**Power grid**

(4 px per um) Pins as bars on the die edge.
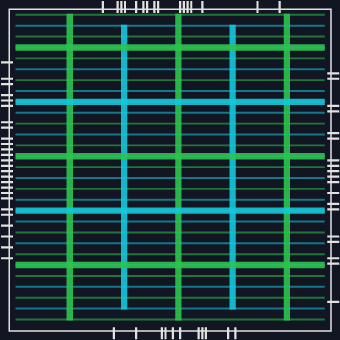
**Cells coloured by class**

(3 px per um) Fill, decap, tap and diode cells in grey.
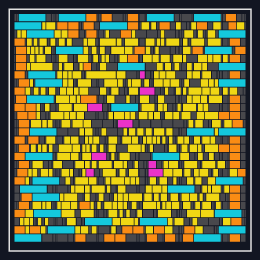
**Clock distribution**

(8 px per um)
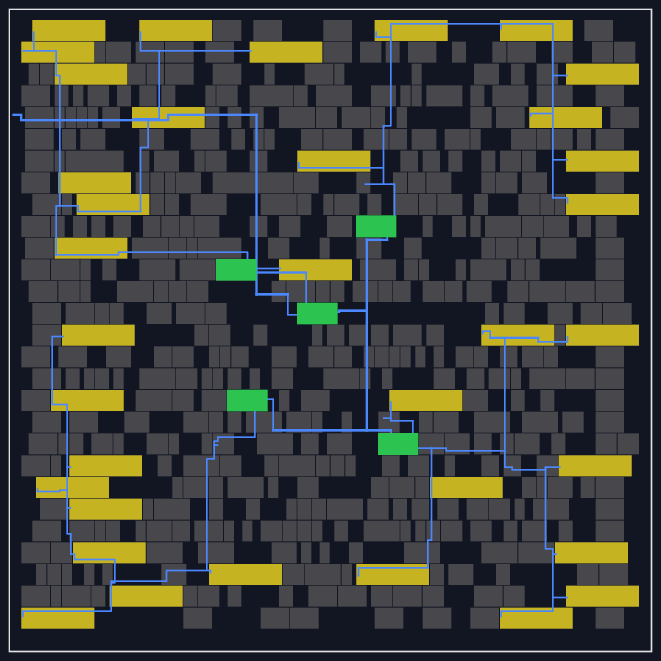
**Signal wires by layer**

(4 px per um) Two of the layers only.
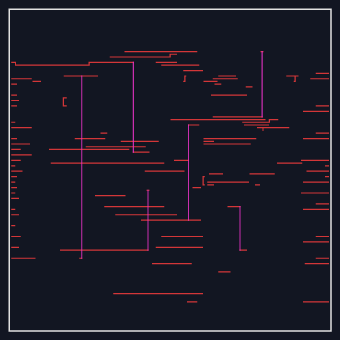
Design prog_counter, sky130hd; sources not shown.
==> impl_metrics.yaml <==
# yosys + openroad results
critical_path:
  rrSetupSlack_ps: 3980
  cpPeakStageDelay_ps: 520
  cp_max_fo: 16
  cp_common_cell: "a21oi_1"
  critical-path-top-delay-family: "AND-OR/OR-AND gates"
  worstPathRequired_ps: 6830
  end_kind: "flip-flop"
  slowest_stage: "clkdlybuf4s50_1"
  cp-start-kind: "input pin"
  crit_arrival_ps: 4640
  critPathKind: "input pin to flip-flop"
  critPathBufInv: 3
  crit_chain: "clkdlybuf4s50_1 -> inv_1 -> buf_8 -> ha_1 -> a21oi_1 -> o211ai_1 -> a21boi_0 -> nand4_1 -> a211oi_2 -> a21oi_1 -> xnor2_1 -> o221ai_1"
  cp.depth: 12
  reg2reg_depth: 10
run_status:
  status: "completed"
power:
  combinationalPower_mw: 0.348
  power_mw: 0.760
  leakagePower_nw: 1.88
  power_density_nw_per_um2: 180
  power.internal_mw: 0.470
  power_leader: "combinational cells"
  netSwitchingPower_mw: 0.291
  seq_power_mw: 0.246
  power.share.combinational_pct: 45.8
logic_synthesis:
  yosysCellCount: 418
  netlist_instances: 418
  flop_cell: "dfrtp_1"
  edf_count: 0
  yosysTopAreaCellShare_pct: 25.7
  top_cells_by_count: "42 x nand2_1, 41 x a21oi_1, 35 x dfrtp_1, 33 x o21ai_0, 30 x ha_1"
  synth.most_common_cell: "nand2_1"
  synth_seq_share_pct: 25.7
  yosysUniqueCellTypes: 60
  synth_warnings: 0
  syn-mean-instance-area_sq_um: 8.17
  fp_nets: 487
  ys_chip_area_sq_um: 3410
  synth_area_sq_um: 3410
  topCellsByArea: "dfrtp_1 26%, ha_1 11%, a21oi_1 6.0%"
  yosysTopAreaCell: "dfrtp_1"
  ys_ff: 35
  async_flop_share_pct: 100
drt:
  drc: 0
  viasPerCell: 6.40
  drt_iter0_markers: 252
  ant_nets: 0
  drtPass1Iterations: 5
cells_and_area:
  area_delta_synth_final_pct: 24.0
  buffers: 76
  biggestCellCategory: "logic gates"
  regArea_sq_um: 876
  nClkBuffers: 7
  comb_cells: 346
  clk_share_pct: 2.10
  drive_gt1_share_pct: 6.89
  bufAreaShareNonClock_pct: 17.8
  largest_reg_flops: 32
  final_cell_mix: "71 x clkdlybuf4s50_1, 42 x nand2_1, 41 x a21oi_1, 35 x dfrtp_1, 33 x o21ai_0"
  seq_cells: 35
  sh_comb_area_pct: 55.9
  nFillCells: 510
  comb_area_sq_um: 2370
  n_all_inverters: 14
  lay_top_count: "clkdlybuf4s50_1"
  final_cells: 554
  antenna_cells: 0
place:
  placed_cell_area_sq_um: 4150
  pre_cts_ws_ps: 1940
  portBuffers: 71
  dp.cells: 546
  dp_hpwl_um: 7690
  gp_congestion: 0.940
final_timing:
  fin_crit_ps: 4500
  fmax_ghz: 0.222
  rsz0062_at_grt: "false"
  slew_violations: 0
  slew_headroom_pct: 43.9
  timing.hold.ws_ps: 515
  worstMarginPinSlew_ps: 842
  finalHoldViolCount: 0
  totalNegativeSetupSlack_ps: 0
  setup_slack_ps: 2200
  setup_viol: 0
  fin_crit_sh_pct: 67.2
floorplanning:
  initial_core_util_pct: 58.0
  n_tap_cell: 75
  die-area_sq_um: 6410
  ioPinCount: 72
min_path:
  hold_depth: 1
  hp-class: "flip-flop to flip-flop"
clock_network:
  ctsResizeCount: 0
  clk_transition_reported_paths_ps: 80
  h-tree-depth: 2
  cts_tree: "built"
  cts_root_buf: "clkbuf_8"
  cts.path.max_buffers: 2
  numCtsBuffers: 5
  cts_hold_buf: 0
  post-cts-setup-buffers: 0
global_routing:
  grt_max_degree: 36
  overflow: 0
  antenna_found_initial: 0
  grt_pass1_vias: 3365
  grt_pass1_wl_um: 16700
job:
  warning_count: 26
  maxCapViolCount: 0
Back to the opening pictures, 'power grid':
- VDD: cyan
- VSS: green
- met5 straps: 5
- met4 straps: 5
- rows: 28
- met1 rails: 29
- signal pins: 72
die x size: 80.1 um
VDD IR max: 0.000105 V
Core Area: 5890 sq um
Die H: 80.1 um

Back to the opening pictures, 'cells coloured by class':
- combinational and other logic: yellow (cells 360; share of their area 58%)
- flops: cyan (cells 35; share of their area 21%)
- clock drivers and dummy loads: magenta (cells 8; share of their area 2.1%)
- other buffers and delay cells: orange (cells 76; share of their area 18%)
row count: 28
sequential cell area share: 20.7%
final core area utilization: 72.0%
post-route cell area: 4240 sq um

Back to the opening pictures, 'clock distribution':
- clock wires: blue (length 570 um)
- flip-flops: yellow (count 35)
- clock drivers: green (count 5)
- flops lie: spread over the die
- routed clock nets: 6
skew final: 4.47 ps
Clk power: 0.166 mW
worst skew pair latency: 290 ps
clock power share: 21.9%

Back to the opening pictures, 'signal wires by layer':
- metal 3: red (wire length 622 um)
- metal 4: magenta (wire length 134 um)
vias: 3548
DR WL/cell: 18.4 um
total wire length: 10200 um
Tot GR Track Use: 33.6%

-- cells by family after synthesis --
group | count (synthesis) | share of synthesized area, %
compound gates | 164 | 32.4
simple gates | 124 | 18.3
buf+inv | 37 | 5.13
flops | 35 | 25.7
fa+ha+maj | 31 | 11.6
xor+xnor | 26 | 6.67
mux | 1 | 0.293
-- per-layer routing --
| metal | GRT usage (%) | vias up | wire length, um |
|---|---|---|---|
| li1 | - | 1680 | - |
| met1 | 44.5 | 1698 | 4600 |
| met2 | 56.6 | 157 | 4830 |
| met3 | 5.45 | 13 | 621 |
| met4 | 8.21 | 0 | 133 |
| met5 | 0 | - | 0 |
Power figures rest on the tool's default switching activity, not on a simulated workload.
